--- config.mk ---
export PLATFORM = sky130hd
export DESIGN_NAME = inst_prefetch_queue
export DESIGN_NICKNAME = d
export VERILOG_FILES = /design/src/rtl/inst_prefetch_queue.sv
export SDC_FILE = /design/constraint.sdc
export NUM_CORES = 1
export LEC_CHECK = 0
export ABC_AREA = 1
export CORE_ASPECT_RATIO = 1.75
export CORE_MARGIN = 8
export CORE_UTILIZATION = 40
export CTS_CLUSTER_SIZE = 12
export DETAILED_ROUTE_END_ITERATION = 8
export GPL_TIMING_DRIVEN = 0
export PLACE_DENSITY = 0.7
export SYNTH_ARGS = -nofsm -noshare
export SYNTH_HDL_FRONTEND = slang
export SYNTH_SLANG_ARGS = --single-unit
export TNS_END_PERCENT = 100
--- constraint.sdc ---
create_clock -name cpu_clock -period 5.5 [get_ports cpu_clock]
set_input_delay 1.1 -clock cpu_clock [delete_from_list [all_inputs] [get_ports cpu_clock]]
set_output_delay 1.1 -clock cpu_clock [all_outputs]
set_load 0.02 [all_outputs]
--- src/rtl/inst_prefetch_queue.sv ---
// rtl/inst_prefetch_queue.sv - sequential instruction prefetch queue with redirect flush
module inst_prefetch_queue #(
  parameter int          DEPTH     = 4,
  parameter int          MAX_OUTST = 2,
  parameter logic [31:0] RESET_PC  = 32'h0
) (
  input  logic        cpu_clock,
  input  logic        cpu_reset_b,
  input  logic        ins_fetch_req,
  input  logic [31:0] ins_pc,
  output logic [31:0] instruction,
  output logic        inst_valid,
  output logic        fetch_stall,
  output logic        mem_req,
  output logic [31:0] mem_addr,
  input  logic        mem_gnt,
  input  logic        mem_rvalid,
  input  logic [31:0] mem_rdata
);

  localparam int PW = $clog2(DEPTH);
  localparam int CW = PW + 1;
  localparam int OW = $clog2(MAX_OUTST + 1);

  logic [31:0]   q_addr [DEPTH];
  logic [31:0]   q_data [DEPTH];
  logic [PW-1:0] head, tail;
  logic [CW-1:0] cnt;
  logic [31:0]   pf_addr, rsp_addr, exp_pc, last_inst;
  logic [OW-1:0] outst, discard;
  logic          running;

  logic          hit, redirect, rsp, issue, push, pop;
  logic [CW:0]   occupancy;

  assign redirect  = ins_fetch_req && (ins_pc != exp_pc);
  assign hit       = ins_fetch_req && (cnt != '0) && (q_addr[head] == ins_pc);
  assign rsp       = mem_rvalid && (outst != '0);
  // Discarded responses never land in the queue, so only live requests reserve space.
  assign occupancy = (CW+1)'(cnt) + (CW+1)'(outst - discard);

  assign mem_req   = running && !redirect && (outst < OW'(MAX_OUTST))
                     && (occupancy < (CW+1)'(DEPTH));
  assign mem_addr  = pf_addr;
  assign issue     = mem_req && mem_gnt;
  assign pop       = hit && !redirect;
  assign push      = rsp && (discard == '0) && !redirect;

  assign inst_valid  = running && hit;
  assign fetch_stall = running && ins_fetch_req && !hit;
  assign instruction = hit ? q_data[head] : (ins_fetch_req ? 32'h0 : last_inst);

  always_ff @(posedge cpu_clock or negedge cpu_reset_b) begin
    if (!cpu_reset_b) begin
      head      <= '0;
      tail      <= '0;
      cnt       <= '0;
      pf_addr   <= RESET_PC;
      rsp_addr  <= RESET_PC;
      exp_pc    <= RESET_PC;
      last_inst <= 32'h0;
      outst     <= '0;
      discard   <= '0;
      running   <= 1'b0;
    end else begin
      running <= 1'b1;
      if (redirect) begin
        // Everything still in flight belongs to the abandoned stream.
        head     <= '0;
        tail     <= '0;
        cnt      <= '0;
        pf_addr  <= ins_pc;
        rsp_addr <= ins_pc;
        exp_pc   <= ins_pc;
        outst    <= outst - OW'(rsp);
        discard  <= outst - OW'(rsp);
      end else begin
        if (pop) begin
          head      <= head + PW'(1);
          last_inst <= q_data[head];
          exp_pc    <= ins_pc + 32'd4;
        end
        if (push) begin
          tail     <= tail + PW'(1);
          rsp_addr <= rsp_addr + 32'd4;
        end
        cnt <= cnt + CW'(push) - CW'(pop);
        if (issue)
          pf_addr <= pf_addr + 32'd4;
        outst <= outst + OW'(issue) - OW'(rsp);
        if (rsp && (discard != '0))
          discard <= discard - OW'(1);
      end
    end
  end

  always_ff @(posedge cpu_clock) begin
    if (push) begin
      q_addr[tail] <= rsp_addr;
      q_data[tail] <= mem_rdata;
    end
  end

endmodule

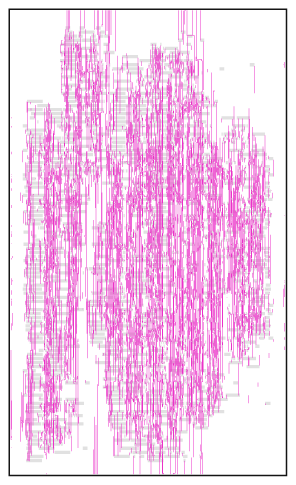
(images/m2.png)
(1.5 px per um) Cells faint in the background.
main direction: vertical
nets with wire on the layer: 1999
longest straight run: 118 um
share of all routed wire: 52%

==> impl_metrics.csv <==
group,metric,value,unit
status,outcome,"finished clean",
yosys,syn_nets,2330,
power,power,7.40,mW
yosys,aoi_share,0.0488,
finish,layout.nonclk_buf_frac,0.0880,
placed_design,place_congestion,0.990,
sta,fin_tns_setup,0,ns
sta,fmax,185,MHz
floorplanning,tap_cells,654,
min_path,hold_start,"last_inst[28]",
finish,ff_count,394,
placed_design,place_ws,-0.751,ns
finish,fin_nets,2516,
yosys,top_cells_by_count,"nand2_1 (766), edfxtp_1 (256), nand3_1 (195), nor2_1 (182), inv_1 (165)",
worst_setup_path,setup.worst_path.class,"input port to output port",
sta,final_max_slew_viol_count,0,
placed_design,dp_hpwl,51.8,mm
job,warnings,31,
clocking,cts-root-buf,"clkbuf_16",
sta,period_needed,5.40,ns
worst_setup_path,rr_startpoint,"head[1]",
clocking,numCtsBuffers,41,
drt,wl,68.9,mm
power,p_clk,2.64,mW
worst_setup_path,worstRegToRegCells,19,
sta,worst_slew_pin_slew,0.945,ns
worst_setup_path,crit_arrival,4.30,ns
clocking,cts_sinks,394,
worst_setup_path,cp-endpoint,"instruction[22]",
yosys,ys_cells,2243,
power,pg_seq,3.59,mW
drt,routedWlPerCell,22.1,um
worst_setup_path,cpMaxStageDelayCell,"clkdlybuf4s50_1",
finish,comb_share,0.320,
floorplanning,die_w,184,um
global_route,grt_pass1_vias,17264,
drt,drtPass1Iterations,5,
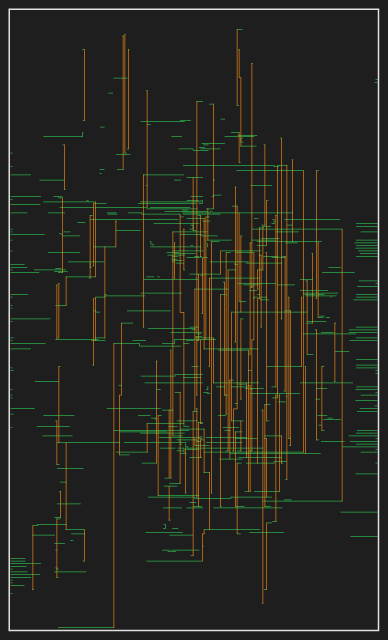
(images/layers.png)
(2 px per um) Only two layers are drawn.
legend:
  green:
    layer: M3
    wire_length: 4070 um
  orange:
    layer: M4
    wire_length: 5990 um

## metal layers
metal / GRT usage / vias to the layer above
met5: 0 / -
met4: 0.197 / 0
met3: 0.0358 / 282
met2: 0.444 / 753
met1: 0.233 / 8048
li1: - / 7763
## repair_timing
item / 4_1_cts / 5_1_grt
pin swaps: 1 / 1
endpoints found under the setup margin: 35 / 30
gates resized: 9 / 15
hold endpoints to repair: 0 / 0
setup buffers: 2 / 7
## sequential cells by signal (all words and copies together), names as in the netlist
register and cells:
discard 2, q_data 128, cnt 3, rsp_addr 30
mem_addr 32, exp_pc 32, tail 2, running 1
head 2, q_addr 128, outst 2, last_inst 32
## critical path, delay by kind of cell
| kind | cells | cell delay, ns |
|---|---|---|
| buffers and inverters | 5 | 1.93 |
| and+or+nand+nor | 9 | 1.25 |
Power is estimated from default activity; no workload was simulated.
